Track usage over the die:
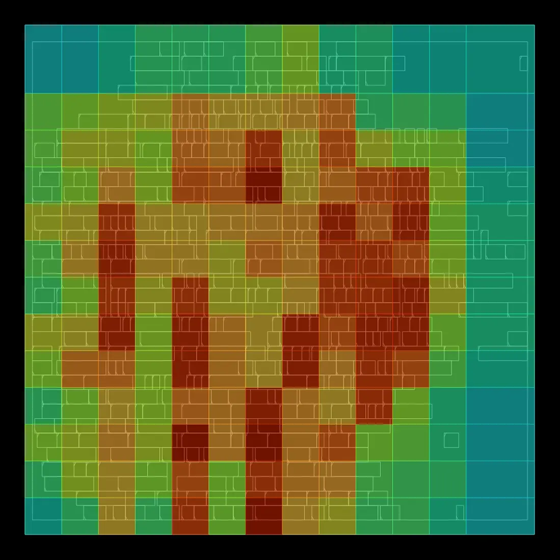
Selected gate families:
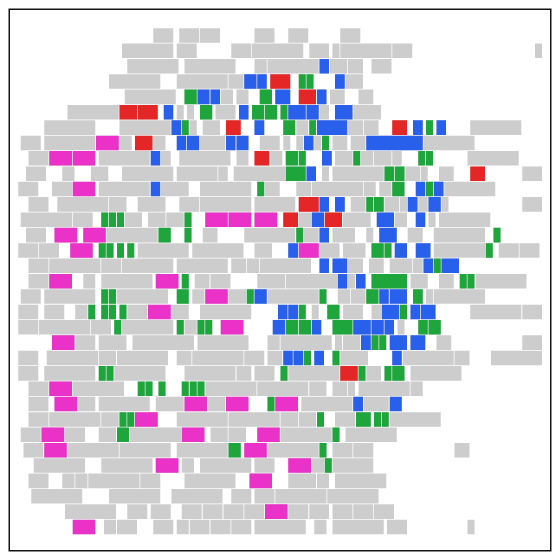
Sizing map:
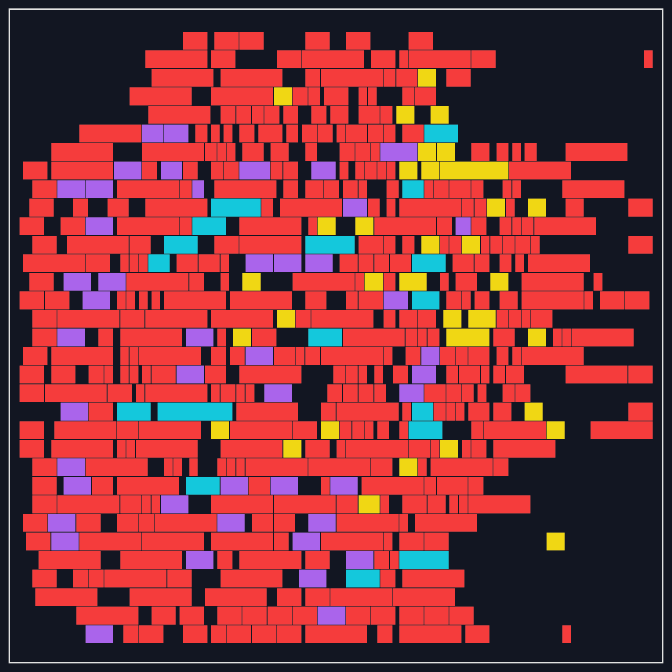
Metal 4:
The bar under the picture is 20 um long.
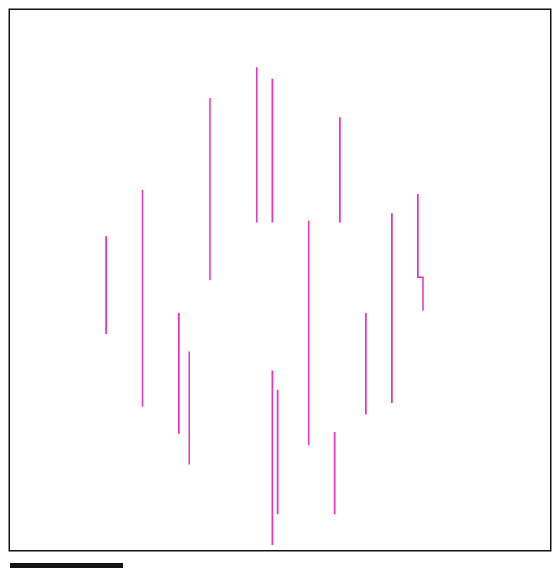
### src/rtl/pll_cfg_pkg.sv
`default_nettype none
// ============================================================================
// Module : pll_cfg_pkg
// Brief  : Shared state encoding, slave register map and error codes for
//          the PLL configuration master.
// Rev    : 1.0
// ============================================================================
package pll_cfg_pkg;

  typedef enum logic [3:0] {
    ST_IDLE      = 4'd0,
    ST_WAIT_RDY  = 4'd1,
    ST_WRITE     = 4'd2,
    ST_RB        = 4'd3,
    ST_RB_WAIT   = 4'd4,
    ST_POLL      = 4'd5,
    ST_POLL_WAIT = 4'd6,
    ST_OK        = 4'd7,
    ST_FAIL      = 4'd8
  } pll_state_e;

  localparam logic [2:0] PLL_ADDR_STATUS = 3'b000;
  localparam logic [2:0] PLL_ADDR_CTRL   = 3'b001;

  localparam logic [1:0] ERR_NONE     = 2'b00;
  localparam logic [1:0] ERR_MISMATCH = 2'b01;
  localparam logic [1:0] ERR_TIMEOUT  = 2'b10;

  function automatic logic [15:0] sat_inc16(input logic [15:0] v);
    return (v == 16'hFFFF) ? v : v + 16'd1;
  endfunction

endpackage
`default_nettype wire

### src/rtl/pll_cfg_master.sv
`default_nettype none
// ============================================================================
// Module : pll_cfg_master
// Brief  : Avalon-MM initiator that programs the PLL control register,
//          verifies it by readback and polls status until lock or timeout.
// Rev    : 1.0
// ============================================================================
module pll_cfg_master
  import pll_cfg_pkg::*;
#(
  parameter int READ_LATENCY = 0,
  parameter int POLL_LIMIT   = 1023,
  parameter int LOCK_BIT     = 0
) (
  input  logic        clk,
  input  logic        areset_n,
  input  logic        start,
  input  logic [15:0] ctrl_word,
  output logic        busy,
  output logic        done,
  output logic        error,
  output logic [1:0]  err_code,
  output logic [15:0] last_status,
  input  logic        pll_resetrequest,
  output logic [2:0]  m_address,
  output logic        m_chipselect,
  output logic        m_read,
  output logic        m_write,
  output logic [15:0] m_writedata,
  input  logic [15:0] m_readdata
);

  localparam int              LAT_W    = (READ_LATENCY > 0) ? $clog2(READ_LATENCY + 1) : 1;
  localparam logic [LAT_W-1:0] LAT_LAST = LAT_W'(READ_LATENCY);
  localparam logic [LAT_W-1:0] LAT_PRE  = (READ_LATENCY > 0) ? LAT_W'(READ_LATENCY - 1) : '0;
  localparam logic [15:0]      POLL_MAX = 16'(POLL_LIMIT);

  pll_state_e       state;
  logic [15:0]      cw_q;
  logic [15:0]      poll_cnt;
  logic [15:0]      poll_nxt;
  logic [15:0]      samp;
  logic [LAT_W-1:0] lat_cnt;
  logic             capture;
  logic             abort;
  logic             wait_done;

  // Read data is captured exactly READ_LATENCY edges after the strobe edge;
  // the decision is taken one cycle later from the captured copy.
  always_comb begin
    capture = 1'b0;
    if (READ_LATENCY == 0)
      capture = (state == ST_RB) || (state == ST_POLL);
    else
      capture = ((state == ST_RB_WAIT) || (state == ST_POLL_WAIT)) && (lat_cnt == LAT_PRE);
  end

  assign abort     = pll_resetrequest &&
                     ((state == ST_RB) || (state == ST_RB_WAIT) ||
                      (state == ST_POLL) || (state == ST_POLL_WAIT));
  assign wait_done = (lat_cnt == LAT_LAST);
  assign poll_nxt  = sat_inc16(poll_cnt);

  always_ff @(posedge clk or negedge areset_n) begin
    if (!areset_n) begin
      state        <= ST_IDLE;
      busy         <= 1'b0;
      done         <= 1'b0;
      error        <= 1'b0;
      err_code     <= ERR_NONE;
      last_status  <= '0;
      m_address    <= PLL_ADDR_STATUS;
      m_chipselect <= 1'b0;
      m_read       <= 1'b0;
      m_write      <= 1'b0;
      m_writedata  <= '0;
      cw_q         <= '0;
      poll_cnt     <= '0;
      samp         <= '0;
      lat_cnt      <= '0;
    end else begin
      done         <= 1'b0;
      error        <= 1'b0;
      m_chipselect <= 1'b0;
      m_read       <= 1'b0;
      m_write      <= 1'b0;
      m_address    <= PLL_ADDR_STATUS;
      m_writedata  <= '0;
      if (capture)
        samp <= m_readdata;

      if (abort) begin
        state    <= ST_WAIT_RDY;
        poll_cnt <= '0;
        lat_cnt  <= '0;
      end else begin
        case (state)
          ST_IDLE: begin
            if (start) begin
              cw_q     <= ctrl_word;
              err_code <= ERR_NONE;
              poll_cnt <= '0;
              busy     <= 1'b1;
              state    <= ST_WAIT_RDY;
            end
          end
          ST_WAIT_RDY: begin
            if (!pll_resetrequest) begin
              state        <= ST_WRITE;
              m_chipselect <= 1'b1;
              m_write      <= 1'b1;
              m_address    <= PLL_ADDR_CTRL;
              m_writedata  <= cw_q;
            end
          end
          ST_WRITE: begin
            state        <= ST_RB;
            m_chipselect <= 1'b1;
            m_read       <= 1'b1;
            m_address    <= PLL_ADDR_CTRL;
          end
          ST_RB: begin
            state   <= ST_RB_WAIT;
            lat_cnt <= '0;
          end
          ST_RB_WAIT: begin
            if (!wait_done) begin
              lat_cnt <= lat_cnt + 1'b1;
            end else if (samp == cw_q) begin
              state        <= ST_POLL;
              m_chipselect <= 1'b1;
              m_read       <= 1'b1;
              m_address    <= PLL_ADDR_STATUS;
            end else begin
              err_code <= ERR_MISMATCH;
              error    <= 1'b1;
              busy     <= 1'b0;
              state    <= ST_FAIL;
            end
          end
          ST_POLL: begin
            state   <= ST_POLL_WAIT;
            lat_cnt <= '0;
          end
          ST_POLL_WAIT: begin
            if (!wait_done) begin
              lat_cnt <= lat_cnt + 1'b1;
            end else begin
              last_status <= samp;
              poll_cnt    <= poll_nxt;
              if (samp[LOCK_BIT]) begin
                done  <= 1'b1;
                busy  <= 1'b0;
                state <= ST_OK;
              end else if (poll_nxt >= POLL_MAX) begin
                err_code <= ERR_TIMEOUT;
                error    <= 1'b1;
                busy     <= 1'b0;
                state    <= ST_FAIL;
              end else begin
                state        <= ST_POLL;
                m_chipselect <= 1'b1;
                m_read       <= 1'b1;
                m_address    <= PLL_ADDR_STATUS;
              end
            end
          end
          ST_OK, ST_FAIL: state <= ST_IDLE;
          default:        state <= ST_IDLE;
        endcase
      end
    end
  end

endmodule
`default_nettype wire

### config.mk
export PLATFORM = sky130hd
export DESIGN_NAME = pll_cfg_master
export DESIGN_NICKNAME = d
export VERILOG_FILES = /design/src/rtl/pll_cfg_pkg.sv /design/src/rtl/pll_cfg_master.sv
export SDC_FILE = /design/constraint.sdc
export NUM_CORES = 1
export LEC_CHECK = 0
export CAP_MARGIN = 20
export CORE_UTILIZATION = 50
export CTS_CLUSTER_SIZE = 25
export DETAILED_ROUTE_END_ITERATION = 16
export GPL_ROUTABILITY_DRIVEN = 0
export PLACE_DENSITY = 0.87
export SLEW_MARGIN = 10
export SYNTH_ARGS = -nofsm -noshare
export SYNTH_HDL_FRONTEND = slang
export SYNTH_SLANG_ARGS = --single-unit
### constraint.sdc
create_clock -name clk -period 2.7 [get_ports clk]
set_clock_uncertainty 0.2 [all_clocks]
set_input_delay 0.81 -clock clk [delete_from_list [all_inputs] [get_ports clk]]
set_output_delay 0.81 -clock clk [all_outputs]
set_load 0.005 [all_outputs]
==> qor.txt <==
Worst Tran Pin Value = 0.578 ns
Ys cells = 420
# port buffers = 76
Status = finished clean
Initial antenna violation count = 0
First-pass GRT wire length = 17300 um
Crit path time final = 2.60 ns
Top cells by count = dfrtp_1, nand2_1, mux2_2
Clock Tree Buf Depth = 2
RSZ-0062 raised after global routing = no
CP required = 2.76 ns
DIE HEIGHT = 95.6 um
Placed cell areas = 5430 um2
Syn Inst Count = 420
Synth unique cells = 55
Metal3 WL = 840 um
Ant. Diodes = 0
Post-Synthesis Cell Area = 4380 um2
Reg2reg path depth = 6
Late-Pin Clk Latency = 0.37 ns
Reg2Reg Setup Slack = 0.10 ns
Top logic family = simple AND/OR/NAND/NOR gates
Crit start category = register
Power, Total = 0.00503 W
Core area = 8340 um2
H-tree levels = 3
Invs w/o clock = 10
CP Buf/Inv Count = 0
Area Growth Syn to Fin = 28.7%
Hold_buf cts = 0
Synth top cell by count = dfrtp_1
Worst rel slew slack = 0.611
Xor/xnor share = 0.0380
CP Depth = 6
FF-to-FF Start = poll_cnt[9]
Slew Limit Fails = 0
DR iter-0 viols = 359
Setup crit end kind = register
Post-CTS Setup Inserts = 0
Top FF cell, synth = dfrtp_1
Max Used Layer = met4
Post-route DRC = 0
Notes on 'track usage over the die' above:
met3 Track Usage GR: 0.0566
wire per inst: 17.2 um
met1 Usage GRT: 0.333
gr busiest metal: met2
Core Util, Final: 0.676

Notes on 'selected gate families' above:
[mux cells] magenta | cells: 33 | most used: mux2_2
[aoi and oai cells] blue | cells: 70 | most used: o21ai_0
[non-inverting ao/oa cells] red | cells: 13 | most used: o21a_1
[nand cells] green | cells: 97 | most used: nand2_1
fraction of area in multi-input gates: 0.339
most numerous logic cell after layout: dfrtp_1
non-filler instance count after layout: 621

Notes on 'sizing map' above:
[x2] purple | cells: 45 | share: 8.7%
[x3 and x4] yellow | cells: 34 | share: 6.6%
[x6 and larger] cyan | cells: 17 | share: 3.3%
[x1 and smaller] red | cells: 420 | share: 81%
design area: 5640 um2
Signal buffers: 107
post-route setup slack: 0.101 ns

Notes on 'metal 4' above:
share of all routed wire: 3.5%
longest straight run: 39.4 um
main direction: vertical
nets with wire on the layer: 13
wire length on this layer: 377 um
detailed-route via count: 3656
Total Wirelength: 10700 um

[power by group through the flow]
stage	registers (W)	logic, W	clock network, W
3_3_place_gp	0.00222	0.00175	0
6_report	0.00223	0.00183	0.000971
4_1_cts	0.00223	0.00183	0.000987
5_1_grt	0.00228	0.00197	0.00104
2_1_floorplan	0.00213	0.00112	0
3_5_place_dp	0.00225	0.00182	0
[cell families (layout without fill, tap and decap cells)]
family,Yosys count,in the layout
buf+inv,38,133
mux,33,33
simple gates,152,152
fa+ha+maj,1,1
xor+xnor,19,19
other cells,1,2
flops,93,93
compound gates,83,83
[registers in the layout, indices dropped and copies added (netlist names), 2 cells and up]
register and cells:
cw_q 16, m_writedata 16, poll_cnt 16, last_status 16, err_code 2, state 4
samp 16
Power is estimated from default activity; no workload was simulated.
